===== src/rtl/ex_wb_register.sv =====
// EX/WB pipeline register: captures execute-stage results for write-back.
// Supports hold (stall) and bubble insertion (flush); flush wins over stall.
module ex_wb_register #(
    parameter int unsigned DATA_W = 32,
    parameter int unsigned ADDR_W = 4,
    parameter int unsigned BANK_W = 2
) (
    input  logic              clk,
    input  logic              rst_n,
    input  logic [BANK_W-1:0] regs_bank_in,
    input  logic [DATA_W-1:0] mux2_in,
    input  logic [DATA_W-1:0] pc_in,
    input  logic [ADDR_W-1:0] regC_adress_in,
    input  logic              write_inst_in,
    input  logic              stall,
    input  logic              flush,
    output logic [BANK_W-1:0] regs_bank_out,
    output logic [DATA_W-1:0] mux2_out,
    output logic [DATA_W-1:0] pc_out,
    output logic [ADDR_W-1:0] regC_adress_out,
    output logic              write_inst_out
);

    logic [BANK_W-1:0] regs_bank_d, regs_bank_q;
    logic [DATA_W-1:0] mux2_d,      mux2_q;
    logic [DATA_W-1:0] pc_d,        pc_q;
    logic [ADDR_W-1:0] regc_addr_d, regc_addr_q;
    logic              write_d,     write_q;

    always_comb begin
        regs_bank_d = regs_bank_q;
        mux2_d      = mux2_q;
        pc_d        = pc_q;
        regc_addr_d = regc_addr_q;
        write_d     = write_q;
        if (flush) begin
            // Bubble: write_inst cleared makes WB a no-op.
            regs_bank_d = '0;
            mux2_d      = '0;
            pc_d        = '0;
            regc_addr_d = '0;
            write_d     = 1'b0;
        end else if (!stall) begin
            regs_bank_d = regs_bank_in;
            mux2_d      = mux2_in;
            pc_d        = pc_in;
            regc_addr_d = regC_adress_in;
            write_d     = write_inst_in;
        end
    end

    always_ff @(posedge clk or negedge rst_n) begin
        if (!rst_n) begin
            regs_bank_q <= '0;
            mux2_q      <= '0;
            pc_q        <= '0;
            regc_addr_q <= '0;
            write_q     <= 1'b0;
        end else begin
            regs_bank_q <= regs_bank_d;
            mux2_q      <= mux2_d;
            pc_q        <= pc_d;
            regc_addr_q <= regc_addr_d;
            write_q     <= write_d;
        end
    end

    assign regs_bank_out   = regs_bank_q;
    assign mux2_out        = mux2_q;
    assign pc_out          = pc_q;
    assign regC_adress_out = regc_addr_q;
    assign write_inst_out  = write_q;

endmodule


===== config.mk =====
export PLATFORM = sky130hd
export DESIGN_NAME = ex_wb_register
export DESIGN_NICKNAME = d
export VERILOG_FILES = /design/src/rtl/ex_wb_register.sv
export SDC_FILE = /design/constraint.sdc
export NUM_CORES = 1
export LEC_CHECK = 0
export ABC_CLOCK_PERIOD_IN_PS = 1140
export CAP_MARGIN = 5
export CORE_ASPECT_RATIO = 1.4
export CORE_MARGIN = 4
export CORE_UTILIZATION = 38
export CTS_BUF_LIST = sky130_fd_sc_hd__clkbuf_4
export CTS_CLUSTER_DIAMETER = 200
export DETAILED_ROUTE_END_ITERATION = 10
export PLACE_DENSITY_LB_ADDON = 0.25
export SETUP_SLACK_MARGIN = 0.02
export SLEW_MARGIN = 5
export SYNTH_ARGS = -nofsm -noshare
export SYNTH_HDL_FRONTEND = slang
export SYNTH_SLANG_ARGS = --single-unit

===== constraint.sdc =====
create_clock -name clk -period 1.14 [get_ports clk]
set_input_delay 0.114 -clock clk [delete_from_list [all_inputs] [get_ports clk]]
set_output_delay 0.114 -clock clk [all_outputs]
set_load 0.02 [all_outputs]

==> deck_impl_summary.md, run 1 <==
Synthesis and Place & Route Summary

Run status
  • Status: finished, final reports clean

Drt
  • Metal2 WL: 3790 um
  • Initial DRC count: ~110
  • DRC: 0

Critical path
  • Reg2reg path depth: 3
  • Reg-to-Reg Start: pc_out[12]
  • CP Launch Point: mux2_out[17]
  • Crit path DAT: 970 ps

Hold path
  • Hold Crit Depth: 3
  • Hold EP: regs_bank_out[1]
  • HP Start: flush

Pwr
  • Maximum VDD drop: between 800 and 900 uV
  • Switching share of power: about 28%
  • Switching power: around 1.4 mW
  • Comb group: 1.15 mW
  • Clock group: 1.28 mW

Die
  • Die width: a little over 80 um
  • IO Pins: 146
  • Core area: 7410 um2

Global routing
  • Gr busiest metal: met2
  • First-pass GRT wire length: 11100 um

Clock network
  • CTS tree: yes

STA
  • RSZ-0062 raised after global routing: true
  • Relative slew margins: roughly 74%
  • Worst hold margin: 191 ps
  • Post-route minimum period: 1080 ps
  • Layout Skew: 0 ps
  • PnR worst setup slack: between 50 and 60 ps

Layout
  • Number of non-clock inverters in the layout: 0
  • Ant. Diodes: 0
  • Max-area cell class: registers
  • Bufs w/o clock: approximately 170
  • Number of fill cells: 636
  • Logic cell area: 977 um2
  • Layout Nets: around 470

Synthesis
  • Post-synthesis sequential area ratio: 61.2%
  • Post-synth EDFFs: 0
  • Asr flop ratio synth: 100%
  • Yosys cell types: 7
  • Cells after synthesis: approximately 230
  • Synth top area share: 61.2%
  • Complex Gates by Area: 0%
  • Main synth FF type: dfrtp_1

Placement
  • Post-Place Setup Slack: between 50 and 60 ps

Run
  • Max_cap viols: 0
**Run 1: met1 routing**

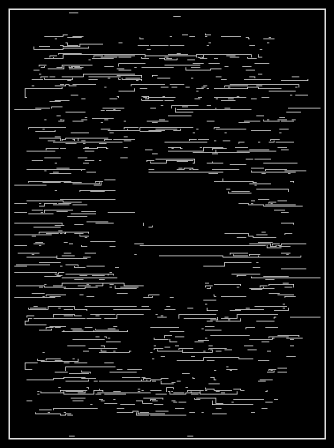
share of all routed wire = 38%
main direction = horizontal
longest straight run = 32.7 um
nets with wire on the layer = 400
wire length on this layer = 2750 um
routing usage on met1: 18.2%
drt total wl: 7310 um
via count: 2237

**Run 1: signal wires on met2**

Scale bar: 20 um.
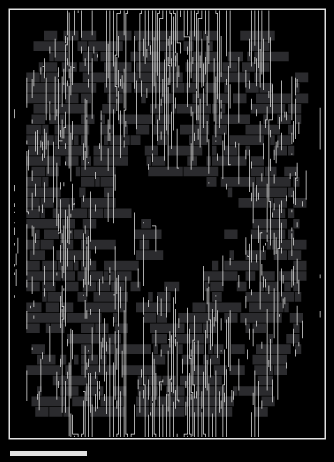
share of all routed wire = 52%
wire length on this layer = 3790 um
longest straight run = 41.0 um
main direction = vertical
GRT met2 Usage: 26.7%

**Run 1: metal 3**

Scale bar: 20 um.
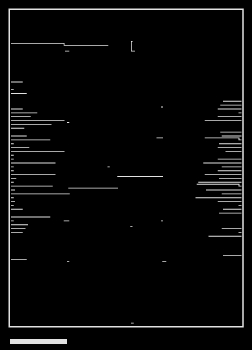
nets with wire on the layer = 70
main direction = horizontal
share of all routed wire = 7.7%
longest straight run = 20.5 um
wire length on this layer = 564 um
met3 Use GR: 4.69%

--- run 2 (diff from run 1) ---
--- a/config.mk
+++ b/config.mk
@@ -15,7 +15,7 @@
 export DETAILED_ROUTE_END_ITERATION = 10
 export PLACE_DENSITY_LB_ADDON = 0.25
 export SETUP_SLACK_MARGIN = 0.02
-export SLEW_MARGIN = 5
+export SLEW_MARGIN = 30
 export SYNTH_ARGS = -nofsm -noshare
 export SYNTH_HDL_FRONTEND = slang
 export SYNTH_SLANG_ARGS = --single-unit
**Run 2: signal wires on met2**

Scale bar: 20 um.
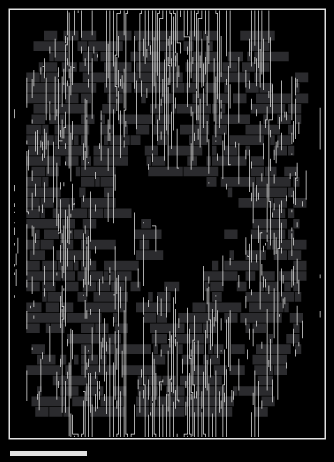
wire length on this layer = 3790 um
longest straight run = 41.0 um
share of all routed wire = 52%
nets with wire on the layer = 396

**Run 2: metal 3**

Scale bar: 20 um.
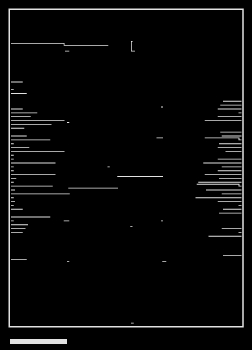
share of all routed wire = 7.7%
longest straight run = 20.5 um

==> run 2 against run 1 <==
  * Cell count is the same
  * Clock skew unchanged
  * Combinational power barely moved
  * First-iteration DRC count unchanged
  * Wire length is the same
  * Non-clock buffer count unchanged
  * Power is the same
  * Area after synthesis stayed put
  * Via count did not move
  * Sequential power hardly changed
  * Clock power hardly changed
  * Highest routed layer unchanged
==> deck_impl_summary.md, run 2 <==
Synthesis and Place & Route Summary

Global routing
  • Met3 Use GR: 4.69% (unchanged)
  • Gr busiest metal: met2
  • First-pass GRT wire length: 11100 um (unchanged)
  • GRT met2 Usage: 26.7% (unchanged)
  • Routing usage on met1: 18.2% (unchanged)

STA
  • Relative slew margins: 73.8% (unchanged)
  • Worst hold margin: 191 ps (unchanged)
  • RSZ-0062 raised after global routing: true
  • Layout Skew: 0 ps (unchanged)
  • Post-route minimum period: 1080 ps (unchanged)
  • Peak Freq: 925 MHz

Critical path
  • Crit. End Element: output pin
  • Max stage delay cell, worst path: dfrtp_1
  • Reg-to-Reg Start: pc_out[12]
  • CP Launch Point: mux2_out[17]
  • Crit path DAT: 970 ps (about the same)

Pwr
  • Switching share of power: 28.0% (unchanged)
  • Switching power: 1.45 mW (unchanged)
  • Maximum VDD drop: 863 uV (unchanged)
  • Clock group: 1.28 mW (about the same)

Synthesis
  • Main synth FF type: dfrtp_1
  • Post-synth EDFFs: 0 (unchanged)
  • Yosys cell types: 7 (unchanged)
  • Asr flop ratio synth: 100% (unchanged)
  • Cells after synthesis: 229 (unchanged)
  • Synth top area share: 61.2% (unchanged)
  • Post-Synth Simple-Gate Area: around 9%

Placement
  • Post-Place Setup Slack: 55.0 ps (unchanged)
  • Routability cong.: 0.670

Drt
  • Metal2 WL: 3790 um (unchanged)
  • DRC: 0 (unchanged)
  • Initial DRC count: 107 (unchanged)

Hold path
  • Hold EP: regs_bank_out[1]
  • HP Start: flush

Clock network
  • CTS tree: yes

Run status
  • Status: finished, final reports clean

Layout
  • Layout Nets: 469 (unchanged)
  • Max-area cell class: registers
  • Number of fill cells: 636 (unchanged)
  • Ant. Diodes: 0 (unchanged)
  • Bufs w/o clock: 170 (unchanged)
  • Number of non-clock inverters in the layout: 0 (unchanged)
  • Logic cell area: 977 um2 (unchanged)

Run
  • Max_cap viols: 0 (unchanged)

Die
  • Core area: 7410 um2 (unchanged)
  • IO Pins: 146 (unchanged)
No activity file was given, so power comes from the tool's default toggle rates.
